==> config.mk <==
export PLATFORM = sky130hd
export DESIGN_NAME = cluster_frame_builder
export DESIGN_NICKNAME = d
export VERILOG_FILES = /design/src/rtl/cluster_frame_builder_pkg.sv /design/src/rtl/cluster_frame_builder_bx_counter.sv /design/src/rtl/cluster_frame_builder.sv
export SDC_FILE = /design/constraint.sdc
export NUM_CORES = 1
export LEC_CHECK = 0
export CAP_MARGIN = 20
export CORE_UTILIZATION = 56
export DETAILED_ROUTE_END_ITERATION = 6
export GPL_TIMING_DRIVEN = 1
export PLACE_DENSITY = 0.95
export SETUP_SLACK_MARGIN = 0.1
export SYNTH_ARGS = -nofsm -noshare
export SYNTH_HDL_FRONTEND = slang
export SYNTH_HIERARCHICAL = 1
export SYNTH_SLANG_ARGS = --single-unit
==> constraint.sdc <==
create_clock -name clock4x -period 4.84 [get_ports clock4x]
set_clock_uncertainty 0.1 [all_clocks]
set_input_delay 1.21 -clock clock4x [delete_from_list [all_inputs] [get_ports clock4x]]
set_output_delay 1.21 -clock clock4x [all_outputs]
set_load 0.05 [all_outputs]
==> src/rtl/cluster_frame_builder_pkg.sv <==
// cluster_frame_builder_pkg
// Shared definitions for the cluster frame builder: address width, the
// encoder's "no cluster" code, bunch-crossing wrap point, the frame state
// enum and the 22-bit address pair carried per clock4x cycle.
`timescale 1ns/1ps
package cluster_frame_builder_pkg;

  localparam int ADR_W = 11;
  localparam int BXN_W = 12;
  localparam logic [ADR_W-1:0] INVALID_ADR = 11'h7FF;
  localparam logic [BXN_W-1:0] BX_MAX      = 12'd3563;

  // IDLE: no frame on the link; E0..E3: emitting pair 0..3 of a frame.
  typedef enum logic [2:0] {
    IDLE = 3'd0,
    E0   = 3'd1,
    E1   = 3'd2,
    E2   = 3'd3,
    E3   = 3'd4
  } frame_state_e;

  typedef struct packed {
    logic [ADR_W-1:0] hi;
    logic [ADR_W-1:0] lo;
  } frame_pair_t;

endpackage

==> src/rtl/cluster_frame_builder_bx_counter.sv <==
// bx_counter
// 12-bit bunch-crossing counter, advanced only on the bx0 strobe.
// bc0 (orbit reset) loads zero; otherwise the count wraps from BX_MAX to 0.
// Ports:
//   clk, rst_n  clock and asynchronous active-low reset
//   bx0         bunch-crossing strobe (advance enable)
//   bc0         orbit reset, only meaningful together with bx0
//   bxn_upd     value the counter takes on this bx0; the frame captured on
//               the same strobe is tagged with it
`timescale 1ns/1ps
module bx_counter
  import cluster_frame_builder_pkg::*;
(
  input  logic             clk,
  input  logic             rst_n,
  input  logic             bx0,
  input  logic             bc0,
  output logic [BXN_W-1:0] bxn_upd
);

  logic [BXN_W-1:0] bxn;

  always_comb begin
    bxn_upd = bxn + 12'd1;
    if (bc0 || (bxn == BX_MAX)) bxn_upd = '0;
  end

  always_ff @(posedge clk or negedge rst_n) begin
    if (!rst_n) begin
      bxn <= '0;
    end else if (bx0) begin
      bxn <= bxn_upd;
    end
  end

endmodule

==> src/rtl/cluster_frame_builder.sv <==
// cluster_frame_builder
// Latches the encoder's eight cluster addresses on each bx0 strobe, tags
// them with the bunch-crossing number and serialises them as four
// {adr_hi, adr_lo} pairs on consecutive clock4x cycles. Frames with no
// valid address are suppressed; a strobe arriving before the current frame
// reached its last pair aborts that frame and sets the sticky sync_err.
//
// Handshake: there is no backpressure. frame_valid=1 means frame_data holds
// a pair this cycle; frame_sof marks the first pair of a frame. The
// consumer must accept every valid cycle.
//
// Ports:
//   clock4x, global_reset_n  160 MHz clock, asynchronous active-low reset
//   bx0, bc0                 bunch-crossing strobe, orbit reset (with bx0)
//   adr0..adr7               encoder addresses, adr0 highest priority
//   frame_data               {adr_hi, adr_lo} pair of the current cycle
//   frame_valid, frame_sof   pair valid, first pair of frame
//   frame_bxn, frame_nvalid  BX number and valid-address count, held
//   sync_err                 sticky strobe misalignment flag
//   full_frames              (FULL_FRAME_COUNT_EN only) saturating count of
//                            captured frames with all eight addresses valid
//
// Build option: define FULL_FRAME_COUNT_EN to add the full_frames counter.
`timescale 1ns/1ps
module cluster_frame_builder
  import cluster_frame_builder_pkg::*;
(
  input  logic               clock4x,
  input  logic               global_reset_n,
  input  logic               bx0,
  input  logic               bc0,
  input  logic [ADR_W-1:0]   adr0,
  input  logic [ADR_W-1:0]   adr1,
  input  logic [ADR_W-1:0]   adr2,
  input  logic [ADR_W-1:0]   adr3,
  input  logic [ADR_W-1:0]   adr4,
  input  logic [ADR_W-1:0]   adr5,
  input  logic [ADR_W-1:0]   adr6,
  input  logic [ADR_W-1:0]   adr7,
  output logic [2*ADR_W-1:0] frame_data,
  output logic               frame_valid,
  output logic               frame_sof,
  output logic [BXN_W-1:0]   frame_bxn,
  output logic [3:0]         frame_nvalid,
  output logic               sync_err
`ifdef FULL_FRAME_COUNT_EN
  ,
  output logic [15:0]        full_frames
`endif
);

  logic [ADR_W-1:0] adr_in [8];
  logic [ADR_W-1:0] hold   [8];
  logic [3:0]       nvalid;
  logic [BXN_W-1:0] bxn_upd;
  frame_state_e     state;
  frame_pair_t      pair;

  assign adr_in[0] = adr0;
  assign adr_in[1] = adr1;
  assign adr_in[2] = adr2;
  assign adr_in[3] = adr3;
  assign adr_in[4] = adr4;
  assign adr_in[5] = adr5;
  assign adr_in[6] = adr6;
  assign adr_in[7] = adr7;

  bx_counter u_bx_counter (
    .clk     (clock4x),
    .rst_n   (global_reset_n),
    .bx0     (bx0),
    .bc0     (bc0),
    .bxn_upd (bxn_upd)
  );

  // Number of real clusters on the encoder outputs this cycle.
  always_comb begin
    nvalid = '0;
    for (int i = 0; i < 8; i++) begin
      if (adr_in[i] != INVALID_ADR) nvalid = nvalid + 4'd1;
    end
  end

  // Frame state machine. A bx0 always wins: it captures new data from any
  // state, and only IDLE/E3 are legal places for it to arrive.
  always_ff @(posedge clock4x or negedge global_reset_n) begin
    if (!global_reset_n) begin
      state        <= IDLE;
      frame_valid  <= 1'b0;
      frame_sof    <= 1'b0;
      frame_bxn    <= '0;
      frame_nvalid <= '0;
      sync_err     <= 1'b0;
      for (int i = 0; i < 8; i++) hold[i] <= INVALID_ADR;
    end else if (bx0) begin
      for (int i = 0; i < 8; i++) hold[i] <= adr_in[i];
      frame_bxn    <= bxn_upd;
      frame_nvalid <= nvalid;
      if (state inside {E0, E1, E2}) sync_err <= 1'b1;
      if (nvalid != 4'd0) begin
        state       <= E0;
        frame_valid <= 1'b1;
        frame_sof   <= 1'b1;
      end else begin
        state       <= IDLE;
        frame_valid <= 1'b0;
        frame_sof   <= 1'b0;
      end
    end else begin
      frame_sof <= 1'b0;
      case (state)
        E0: begin
          state       <= E1;
          frame_valid <= 1'b1;
        end
        E1: begin
          state       <= E2;
          frame_valid <= 1'b1;
        end
        E2: begin
          state       <= E3;
          frame_valid <= 1'b1;
        end
        default: begin
          state       <= IDLE;
          frame_valid <= 1'b0;
        end
      endcase
    end
  end

  // Pair selection decodes the registered state straight from the hold
  // registers, so it changes on the same edge as the state and is forced to
  // zero the moment reset asserts.
  always_comb begin
    pair = '0;
    case (state)
      E0:      pair = '{hi: hold[1], lo: hold[0]};
      E1:      pair = '{hi: hold[3], lo: hold[2]};
      E2:      pair = '{hi: hold[5], lo: hold[4]};
      E3:      pair = '{hi: hold[7], lo: hold[6]};
      default: pair = '0;
    endcase
  end

  assign frame_data = pair;

`ifdef FULL_FRAME_COUNT_EN
  // Frames with all eight slots used hint at clusters lost upstream.
  always_ff @(posedge clock4x or negedge global_reset_n) begin
    if (!global_reset_n) begin
      full_frames <= '0;
    end else if (bx0 && (nvalid == 4'd8) && (full_frames != 16'hFFFF)) begin
      full_frames <= full_frames + 16'd1;
    end
  end
`endif

endmodule
### The metal 1 layer

Cells faint in the background.
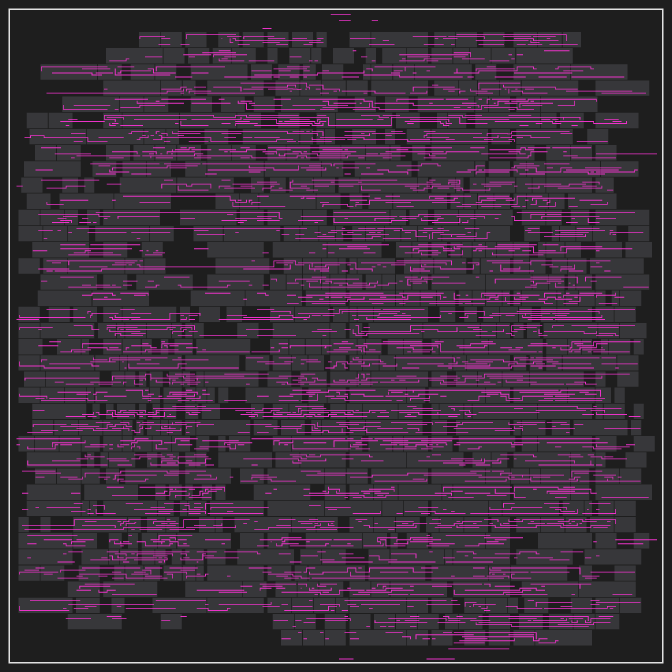
nets with wire on the layer = 738
share of all routed wire = 38%
main direction = horizontal
wire length on this layer = 7740 microns
longest straight run = 38.6 microns

### Met2 routing

The bar under the picture is 20 microns long.
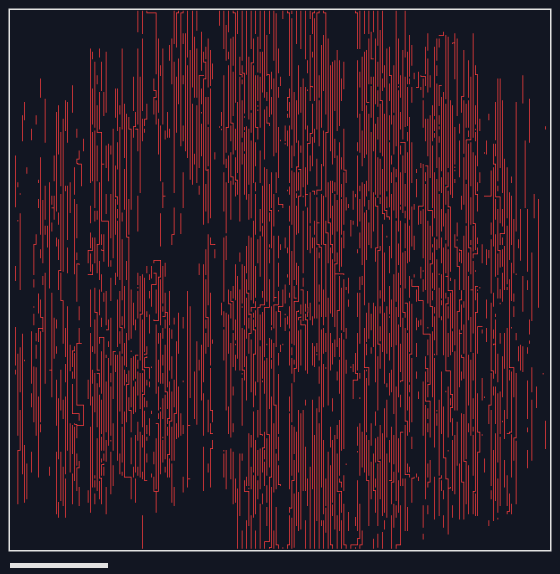
wire length on this layer = 10500 microns
longest straight run = 47.3 microns

### M3 wires

The bar under the picture is 20 microns long.
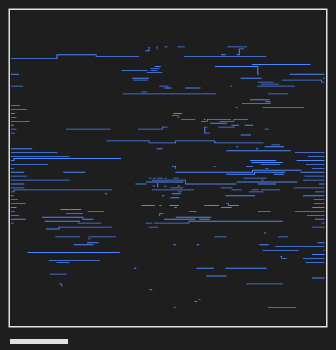
longest straight run = 37.0 microns
wire length on this layer = 1440 microns

path summary, 6_finish.rpt:
kind	startpoint	end	slack, ps	depth (start not counted)
min reg2reg	frame_nvalid[1]$_DFFE_PN0P_	frame_nvalid[1]$_DFFE_PN0P_	410	2
max reg2reg	state[2]$_DFF_PN0_	state[0]$_DFF_PN0_	2670	5
max in group asynchronous	global_reset_n	hold[65]$_DFFE_PN1P_	2990	2
max	adr2[7]	frame_valid$_DFF_PN0_	-260	22
min in group asynchronous	global_reset_n	state[0]$_DFF_PN0_	790	1
min	frame_nvalid[1]$_DFFE_PN0P_	frame_nvalid[1]$_DFFE_PN0P_	410	2
metrics by stage:
step,worst slack (ps),util [%],cells
global route,-379.1,82.51,875
detailed placement,-1138,75.82,833
floorplan,-441.8,-,537
CTS,-216.8,81.70,872
global placement,-977.4,75.82,833
finish,-256.8,82.51,875
critical path: cells and delay by family:
family / cells / cell delay, ps
xor+xnor: 2 / 390
fa+ha+maj: 3 / 720
compound gates: 6 / 890
mux: 2 / 600
buf+inv: 3 / 780
simple gates: 6 / 680
cells in the mapped netlist (2+ instances only):
master,instances
nand2b_1,7
nor3b_1,3
or3_1,8
dfstp_2,88
inv_1,13
mux2i_1,2
o311ai_0,2
nand3_1,15
a31o_2,2
a21oi_1,6
a221o_1,22
o41ai_1,2
a22o_1,22
buf_1,3
xor2_1,5
a31oi_1,6
nor3_2,2
nor2_1,26
a211oi_1,3
nor2b_1,2
and2_0,2
o21a_1,2
clkbuf_1,20
and4_1,5
buf_2,3
dfrtp_1,34
o31ai_1,4
o21ai_0,9
xnor2_1,13
nand4_1,23
and3_1,7
ha_1,8
mux2_2,102
nand2_1,15
nor3_1,7
cell families after synthesis:
kind of cell,Yosys count
simple gates,138
flops,122
mux,105
compound gates,100
buf+inv,44
xor+xnor,20
fa+ha+maj,8
==> README.md <==
| Item | Reported |
|---|---|
| Result of the run | complete, but fails checks |
| Failing checks | setup timing |
| Cell kind with the greatest summed area | multi-input combinational cells |
| Post-Synthesis Cell Area | 6496 sq um |
| Met2 usage | 59.88% |
| Power Combinational | 0.635 mW |
| Final Hold Vio Count | 0 |
| Routed length on met3 | 1439 microns |
| P_sw | 0.8909 mW |
| Hold buffer count at CTS | 0 |
| Endpoint arrival time on the critical path | 5270 ps |
| Final setup violation count | 5 |
| Avg Vias per Cell | 6.429 |
| Non-clock inverter total of the final layout | 15 |
| Met1 global-route usage | 40.70% |
| Half-perimeter wire length after detailed placement | 13090 microns |
| Required time of the critical path | 5020 ps |
| TritonCTS clock tree | done |
| Worst slew margin relative to its limit | 33.85% |
| Worst setup EP type | flop |
| Total via count after detailed routing | 5625 |
| Non-clock buffer total of the final layout | 195 |
| Most instantiated logic cells after routing | clkdlybuf4s50_1, mux2_2, dfstp_2 |
| Gr busiest metal | met2 |
| Logic share of the area | 37.59% |
| XOR/XNOR Area Share | 3.024% |
| Initial antenna violation count | 1 |
| Die ar. | 12040 sq um |
| Detailed-router iteration count before antenna repair | 7 |
| Clock-cell share of area | 6.379% |
| Worst-Margin Slew | 987.9 ps |
| Remaining Overflow, GRT | 0 |
| Top FF cell, synth | dfstp_2 |
| Distinct cell type count after synthesis | 79 |
| Grt met3 use | 8.002% |
| Final wirelength | 20380 microns |
| Most instantiated logic cell after routing | clkdlybuf4s50_1 |
| OpenROAD warning count | 31 |
| Number of design rule violations left after detail routing | 0 |
| Power consumed by the clock network | 1.25 mW |
| Register area share after synthesis | 48.69% |
| Num Clock Sinks | 122 |
| Static Leak | 3.792 nW |
| Simple-Gate Fraction of Synth Area | 12.35% |
| Gate power share | 20.3% |
| Post-route minimum period | 5097 ps |
| Post-layout period usage | 105.3% |
| Proportion of layout cells with a drive suffix above 1 | 49.25% |
| Drt wl/cell | 23.29 microns |
| Total of fill cells in the finished design | 588 |
| Largest register by flop count | hold |
| Yosys-reported design area after synthesis | 6496 sq um |
| Post-synth top area share | 35.59% |
| Clk_buf instances | 22 |
| Die X | 109.7 microns |
| Synth flops | 122 |
| Fraction of synthesis flops using an asynchronous set or reset pin | 100.0% |
| Fa+ha+maj area frac | 1.541% |
| RSZ-0062 raised after global routing | true |
| Series of cell instances along the critical path | clkdlybuf4s50_1, and3_1, a31oi_1, buf_4, a311oi_4, nor2_1, mux2_4, ha_4, nand2b_1, o221ai_2, mux2i_2, or2_4, inv_4, ha_4, nand2_4, o31ai_4, ha_4, nand2_4, xnor2_2, xnor2_2, o211a_1, a31oi_1 |
| Number of ports placed on the die boundary | 133 |
| H-tree lvl count | 4 |
| Largest net degree at the start of global routing | 75 |
| Uppermost signal routing layer after detailed routing | met4 |
| Signed area change from the synthesized netlist to the final layout | 40.70% |
| Tally of nets with antenna violations remaining after routing | 0 |
| Multiplexer fraction of the synthesized cell area | 18.22% |
| Power density normalized to cell area | 342.5 nW/um^2 |
| Vertical die dimension | 109.7 microns |
| Internal Power | 2.240 mW |
| Worst hold slack across all endpoints | 407.8 ps |
| Final WS setup | -256.8 ps |
| Cell count listed in synth_stat.txt | 537 |
| Placement Rows | 38 |
| Number of flip-flops under the largest register name | 88 |
| Area taken by flip-flops and latches | 3163 sq um |
| Design area | 9140 sq um |
| Setup Total Neg Slack | -904.0 ps |
| Crit-path slowest cell | clkdlybuf4s50_1 |
| Worst IR Drop VDD | 0.0003374 V |
| Post-synth top area cell | dfstp_2 |
| Net count of the finished layout | 822 |
| Crit start category | primary input |
| Sequential cell count of the final layout | 122 |
| Clock group share of total power | 39.9% |
| Tapcells | 140 |
| Port Buffer Count | 132 |
| CP max FO | 3 |
| Power attributed to sequential cells | 1.25 mW |
| Longest Clk Path Bufs | 2 |
| Regs by FF count | hold (88), frame_bxn (12), u_bx_counter/bxn (12) |
| Number of violations of the max-capacitance limit | 0 |
| Overall power consumption | 3.130 mW |
| Most used cell, CP | ha_4 |
| Post-synth tally of flip-flops with integrated enable | 0 |
| Group drawing the most power | registers |
| Share of the final layout cell area in sequential cells | 34.61% |
| Num CTS Buffers | 17 |
| Slowest Stage Delay on Critical Path | 570 ps |
| Met2 WL | 10490 microns |
| Synth Warn # | 6 |
| Top achievable clock speed | 0.1962 GHz |
| Library cell used as clock root buffer | clkbuf_16 |
| Comb_multi_in | 371 |
| Std-Cell Core Area | 11080 sq um |
| Final slew viol count | 0 |
| Routed metal-1 wire length | 7739 microns |
| Hold/Removal Path Class | reg2reg |
| Number of nets in the synthesized netlist | 637 |
| Starting density of the core | 58.64% |
| 1st-iter DRT viols | 552 |
| Area fraction in compound gates after synthesis | 13.39% |
| Source-to-sink clock delay at the later pin of the worst-skew pair | 410 ps |
| Avg Cell Area, Syn | 12.10 sq um |
| Global-route wire length before repair | 30730 microns |
| GP Congestion | 0.8872 |
| Portion of the layout cell area used by non-clock buffers | 18.86% |
| Setup fix buffers added after clock tree synthesis | 7 |
| Number of global-route vias before repair | 5901 |
| Instance tally after logic synthesis | 537 |
| Diodes inserted | 0 |
| Number of resized instances in the post-cts repair step | 99 |
| Share of total power consumed by net switching | 28.46% |
| Top logic family | multiplexers |
| Global routing usage summed across all routing layers | 34.68% |
| Sequential share of power | 39.8% |
| Cell area after placement | 8399 sq um |
| Area of the multi-input gates | 3436 sq um |
| Clock transition at the register clock pins on the worst setup and hold paths after CTS | 50 ps |
| Worst Setup Path Type | in2reg |
| Top cells by area, synth | dfstp_2, mux2_2, dfrtp_1 |
Power figures rest on the tool's default switching activity, not on a simulated workload.
